`config.mk`:
```
export PLATFORM = sky130hd
export DESIGN_NAME = long_string_renderer
export DESIGN_NICKNAME = d
export VERILOG_FILES = /design/src/rtl/long_string_renderer.sv
export SDC_FILE = /design/constraint.sdc
export NUM_CORES = 1
export LEC_CHECK = 0
export CAP_MARGIN = 10
export CELL_PAD_IN_SITES_DETAIL_PLACEMENT = 1
export CELL_PAD_IN_SITES_GLOBAL_PLACEMENT = 1
export CORE_ASPECT_RATIO = 1.75
export CORE_MARGIN = 2
export CORE_UTILIZATION = 43
export CTS_BUF_LIST = sky130_fd_sc_hd__clkbuf_8
export DETAILED_ROUTE_END_ITERATION = 8
export PLACE_DENSITY_LB_ADDON = 0.1
export SLEW_MARGIN = 40
export SYNTH_ARGS = -nofsm -noshare
export SYNTH_HDL_FRONTEND = slang
export SYNTH_SLANG_ARGS = --single-unit
export TNS_END_PERCENT = 100
```
`constraint.sdc`:
```
create_clock -name VGA_CLK -period 4 [get_ports VGA_CLK]
set_input_delay 1.2 -clock VGA_CLK [delete_from_list [all_inputs] [get_ports VGA_CLK]]
set_output_delay 1.2 -clock VGA_CLK [all_outputs]
set_load 0.05 [all_outputs]
```
`src/rtl/long_string_renderer.sv`:
```
// Banner string renderer: fetches one 72-bit glyph row per scanline
// and shifts it out MSB-first as a raster-aligned pixel mask.
module long_string_renderer #(
    parameter int ORIGIN_X = 16,
    parameter int ORIGIN_Y = 16,
    parameter int SCALE    = 1
) (
    input  logic        VGA_CLK,
    input  logic        Reset,
    input  logic [10:0] H_Count,
    input  logic [10:0] V_Count,
    input  logic        Display_Enable,
    input  logic        String_Select,
    output logic [4:0]  String_Address,
    input  logic [71:0] String_Data,
    output logic        Pixel_On,
    output logic        Busy,
    output logic        Row_Done
);

    localparam logic [10:0] TRIG_X   = 11'(ORIGIN_X - 4);
    localparam logic [10:0] START_X  = 11'(ORIGIN_X);
    localparam logic [10:0] Y_LO     = 11'(ORIGIN_Y);
    localparam logic [10:0] Y_HI     = 11'(ORIGIN_Y + 16 * SCALE);
    localparam logic [7:0]  COL_LAST = 8'(72 * SCALE - 1);

    typedef enum logic [2:0] {
        IDLE,
        FETCH,
        WAIT,
        ARMED,
        DRAW
    } state_t;

    state_t      state_q, state_d;
    logic [4:0]  addr_q, addr_d;
    logic [71:0] shift_q, shift_d;
    logic [7:0]  col_q, col_d;
    logic        pixel_q, pixel_d;
    logic        done_q, done_d;

    logic        line_active;
    logic [10:0] v_off;
    logic [3:0]  row;
    logic [4:0]  fetch_addr;

    always_comb begin
        line_active = (V_Count >= Y_LO) && (V_Count < Y_HI);
        v_off       = V_Count - Y_LO;
        row         = 4'(v_off >> (SCALE - 1));
        fetch_addr  = String_Select ? (5'd17 + {1'b0, row}) : {1'b0, row};
    end

    always_comb begin
        state_d = state_q;
        addr_d  = addr_q;
        shift_d = shift_q;
        col_d   = col_q;
        pixel_d = 1'b0;
        done_d  = 1'b0;
        unique case (state_q)
            IDLE: begin
                if (H_Count == TRIG_X && line_active && Display_Enable) begin
                    state_d = FETCH;
                    addr_d  = fetch_addr;
                end
            end
            FETCH: state_d = WAIT;
            WAIT: begin
                state_d = ARMED;
                shift_d = String_Data;
            end
            ARMED: begin
                if (H_Count == START_X) begin
                    state_d = DRAW;
                    pixel_d = shift_q[71];
                    col_d   = 8'd0;
                    if (SCALE == 1) shift_d = shift_q << 1;
                end
            end
            DRAW: begin
                if (col_q == COL_LAST) begin
                    state_d = IDLE;
                    done_d  = 1'b1;
                end else begin
                    col_d   = col_q + 8'd1;
                    pixel_d = shift_q[71];
                    // advance once the current bit has been held SCALE cycles
                    if (SCALE == 1 || col_d[0]) shift_d = shift_q << 1;
                end
            end
            default: state_d = IDLE;
        endcase
        if (state_q != IDLE && !Display_Enable) begin
            state_d = IDLE;
            pixel_d = 1'b0;
            done_d  = 1'b0;
        end
    end

    always_ff @(posedge VGA_CLK) begin
        if (Reset) begin
            state_q <= IDLE;
            addr_q  <= 5'd0;
            shift_q <= 72'd0;
            col_q   <= 8'd0;
            pixel_q <= 1'b0;
            done_q  <= 1'b0;
        end else begin
            state_q <= state_d;
            addr_q  <= addr_d;
            shift_q <= shift_d;
            col_q   <= col_d;
            pixel_q <= pixel_d;
            done_q  <= done_d;
        end
    end

    assign String_Address = addr_q;
    assign Pixel_On       = pixel_q;
    assign Row_Done       = done_q;
    assign Busy           = (state_q != IDLE);

endmodule

```
**Run 1: M3 wires**

The bar under the picture is 20 µm long. Cells faint in the background.
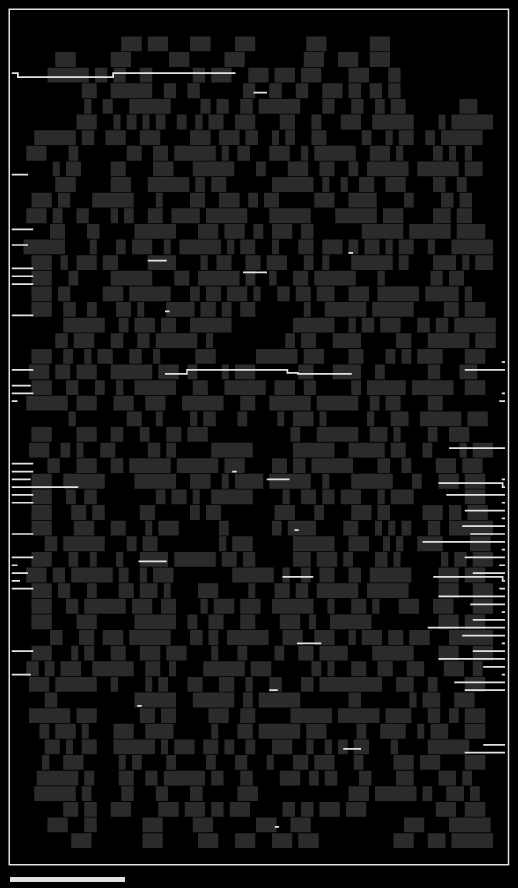
- wire length on this layer: 376 µm
- longest straight run: 21.2 µm
- nets with wire on the layer: 66
- main direction: horizontal
- share of all routed wire: 3.0%
Routed WL: 12.6 mm
met3 Use GR: 2.11%
vias: 4,548

**Run 1: the metal 2 layer**

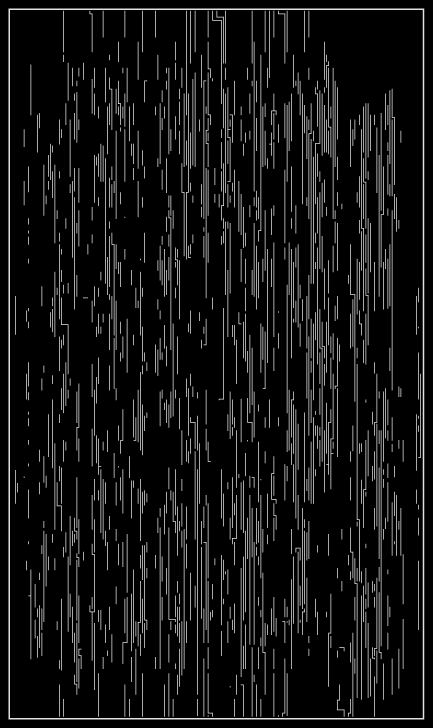
- nets with wire on the layer: 682
- longest straight run: 47.3 µm
met2 Use GR: 35.5%

==> flow_metrics.py, run 1 <==
# Synthesis and PnR figures
metrics = {
    "grt": {
        "antenna_found_initial": 0,
        "grt_usage_pct": 19.5,
    },
    "worst_setup_path": {
        "startpoint": "state_q[1]$_SDFFE_PP0P_",
        "cp_slowest_stage_delay_ns": 0.71,
        "start_kind": "flop",
        "crit_required_ns": 2.80,
        "timing.rr.start": "col_q[3]$_SDFFE_PP0P_",
        "crit_fanout": 8,
        "path_cells": "nor3_1, inv_1, clkdlybuf4s50_1",
        "crit_slowest_cell": "clkdlybuf4s50_1",
    },
    "clock_tree": {
        "clockBufferDepth": 2,
        "holdBufCountCts": 0,
        "post_cts_buffers": 0,
        "ctsResizeCount": 0,
    },
    "cells_and_area": {
        "sh_seq_area_pct": 28.6,
        "signal_buffers": 113,
        "layout.cells.non_filler": 800,
        "drive_gt1_share_pct": 5.26,
        "ff_count": 90,
        "layout_top_cell": "clkdlybuf4s50_1",
        "comb_area_um2": 2960,
    },
    "synth": {
        "synth_warnings": 0,
        "ys_cells": 596,
        "yosysChipArea_um2": 5140,
        "yosysSeqAreaShare_pct": 35.0,
        "xor_area_share_pct": 1.36,
    },
    "power": {
        "power.internal_mw": 1.34,
        "pg_comb_mw": 0.180,
        "ir_drop_mv": 0.159,
    },
    "floorplan": {
        "fp-utilization_pct": 44.2,
    },
    "final_timing": {
        "drv_slew": 0,
        "period_used_pct": 78.0,
        "rsz0062_at_grt": "false",
        "setup_violations": 0,
        "fmax_mhz": 321,
    },
    "placement": {
        "dp_hpwl_mm": 8.47,
        "dp_cells": 784,
        "post-place-ws_ns": 0.616,
        "port_buffers": 105,
    },
    "run_status": {
        "status": "finished, final reports clean",
    },
    "route": {
        "wl_per_cell_um": 15.8,
        "dr_wl_met3_um": 375,
        "dr.pass1.iters": 4,
        "detail-route-antenna-nets": 0,
    },
    "worst_hold_path": {
        "worstHoldPathCells": 2,
    },
}
**Run 1: metal 1**

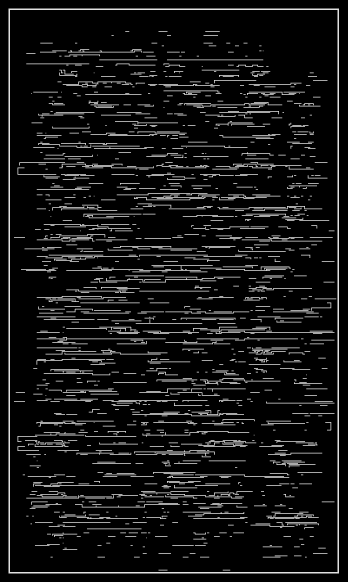
- longest straight run: 26.2 µm
- nets with wire on the layer: 664
- main direction: horizontal
- share of all routed wire: 42%
M1 GR Usage: 22.6%

-- run 1: cell usage after synthesis (2+ instances only) --
cell type,instances,area (µm²)
nand2_1,77,289
o211ai_1,3,22.5
nor2_1,11,41.3
nor4_4,2,42.5
buf_6,2,22.5
nand3_1,3,15.0
nor3_1,3,15.0
and3_1,74,463
o21ai_1,2,10.0
buf_12,8,160
ha_1,3,37.5
nor4bb_1,2,20.0
o21a_1,2,15.0
nor4_1,2,12.5
dfxtp_1,90,1800
xor2_1,7,61.3
inv_1,4,15.0
a311oi_1,4,35.0
o21ai_0,74,370
clkbuf_1,48,180
mux2i_1,72,721
a21oi_1,6,30.0
a21boi_0,72,541
buf_2,2,10.0
nand4_1,4,25.0
**Run 1: routing congestion**

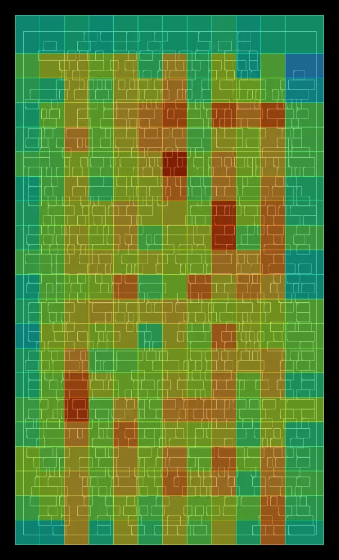

==> run 2: changes to the inputs <==
--- a/config.mk
+++ b/config.mk
@@ -10,7 +10,7 @@
 export CELL_PAD_IN_SITES_GLOBAL_PLACEMENT = 1
 export CORE_ASPECT_RATIO = 1.75
 export CORE_MARGIN = 2
-export CORE_UTILIZATION = 43
+export CORE_UTILIZATION = 40
 export CTS_BUF_LIST = sky130_fd_sc_hd__clkbuf_8
 export DETAILED_ROUTE_END_ITERATION = 8
 export PLACE_DENSITY_LB_ADDON = 0.1
==> constraint.sdc (replaced) <==
create_clock -name VGA_CLK -period 3.1 [get_ports VGA_CLK]
set_input_delay 0.93 -clock VGA_CLK [delete_from_list [all_inputs] [get_ports VGA_CLK]]
set_output_delay 0.93 -clock VGA_CLK [all_outputs]
set_load 0.05 [all_outputs]
**Run 2: routing congestion**

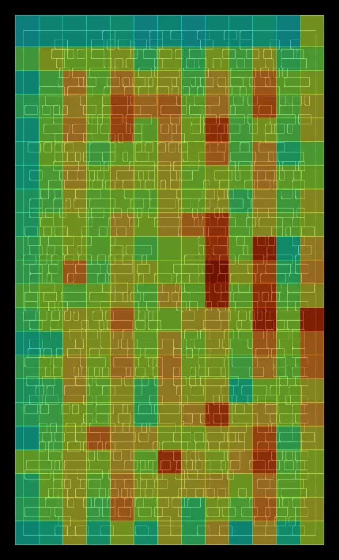
GRT Total Usage: 18.9%
global routing's busiest layer: met2
drt wl/cell: 15.5 µm

==> run 2 against run 1 <==
  * Combinational power grew 31%
  * Highest routed layer unchanged
  * Critical path depth is the same
  * Sequential power grew 28%
  * Critical path type unchanged
  * Count of clock-buffer cells in the layout shrank 1
  * First-iteration DRC count shrank 39%
  * Routed wire length grew 2.9%
  * Clock power grew 32%
  * Setup slack lost 0.64 ns
  * Core utilization shrank 3.0 points
  * Sequential share of layout area shrank 0.37 points
  * Total power grew 30%
==> flow_metrics.py, run 2 <==
# Synthesis and PnR figures
metrics = {
    "worst_setup_path": {
        "crit_required_ns": 2.17,
        "path_cells": "nor3_1, inv_1, clkdlybuf4s50_1",
        "cp_slowest_stage_delay_ns": 0.71,
        "start_kind": "flop",
        "timing.rr.start": "state_q[2]$_SDFFE_PP0P_",
        "crit_fanout": 8,
        "crit_slowest_cell": "clkdlybuf4s50_1",
    },
    "route": {
        "detail-route-antenna-nets": 0,
        "dr_wl_met3_um": 384,
        "drc": 0,
        "dr.pass1.iters": 4,
    },
    "synth": {
        "area_leaders": "dfxtp_1 35%, mux2i_1 14%, a21boi_0 11%, and3_1 9.0%, o21ai_0 7.2%",
        "synth.most_common_cell": "dfxtp_1",
        "top_cell_area_share_pct": 35.0,
        "top_area_cell": "dfxtp_1",
        "ys_cells": 596,
        "xor_area_share_pct": 1.36,
        "ys_top_cells_by_count": "90 x dfxtp_1, 77 x nand2_1, 74 x and3_1, 74 x o21ai_0",
        "synth_warnings": 0,
        "edf_count": 0,
        "yosysSeqAreaShare_pct": 35.0,
        "yosysChipArea_um2": 5140,
    },
    "clock_tree": {
        "post_cts_buffers": 0,
        "ctsResizeCount": 0,
        "ctsHtreeMaxLevel": 3,
        "clockBufferDepth": 2,
    },
    "power": {
        "ir_drop_mv": 0.186,
        "power.internal_mw": 1.78,
        "pg_comb_mw": 0.235,
    },
    "placement": {
        "dp_hpwl_mm": 8.80,
        "dp_cells": 821,
        "post-place-ws_ns": 0.291,
        "port_buffers": 105,
    },
    "run_status": {
        "status": "finished, final reports clean",
    },
    "floorplan": {
        "fp-utilization_pct": 41.2,
    },
    "cells_and_area": {
        "layout_top_cell": "clkdlybuf4s50_1",
        "layout.cells.non_filler": 837,
    },
    "final_timing": {
        "period_used_pct": 92.4,
        "rsz0062_at_grt": "false",
        "drv_slew": 0,
    },
    "grt": {
        "grt_use_met1_pct": 21.7,
        "antenna_found_initial": 0,
        "grt_pass1_vias": 4587,
    },
    "worst_hold_path": {
        "worstHoldPathCells": 2,
    },
}
**Run 2: the metal 2 layer**

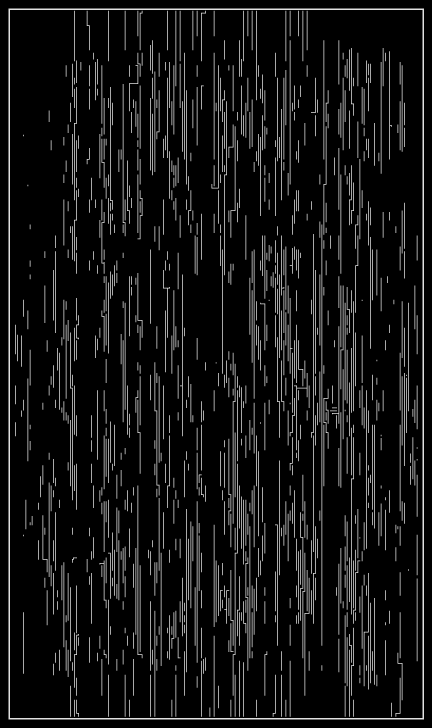
- wire length on this layer: 6,850 µm
- share of all routed wire: 53%
vias: 4,507
Routed WL: 13.0 mm

## run 2: cell counts after synthesis
Identical to the previous run, type by type.
## run 2: layout make-up
cell class	count	area (µm²)
fillers	1487	6110
multi-input cells	442	2960
clock inverters	5	80.1
flip-flops and latches	90	1800
well taps	168	210
clock buffers	10	138
repair buffers	118	1190
inverters	4	17.5
## run 2: worst max path at each step
stage	startpoint	end	slack [ns]
5_1_grt	state_q[1]$_SDFFE_PP0P_	Busy	0.12
6_report	state_q[1]$_SDFFE_PP0P_	Busy	0.24
3_3_place_gp	H_Count[1]	shift_q[0]$_SDFFE_PP0P_	0.35
3_5_place_dp	H_Count[1]	shift_q[0]$_SDFFE_PP0P_	0.29
4_1_cts	state_q[1]$_SDFFE_PP0P_	Busy	0.21
2_1_floorplan	H_Count[6]	shift_q[10]$_SDFFE_PP0P_	0.84
Power and IR drop assume default switching activity.
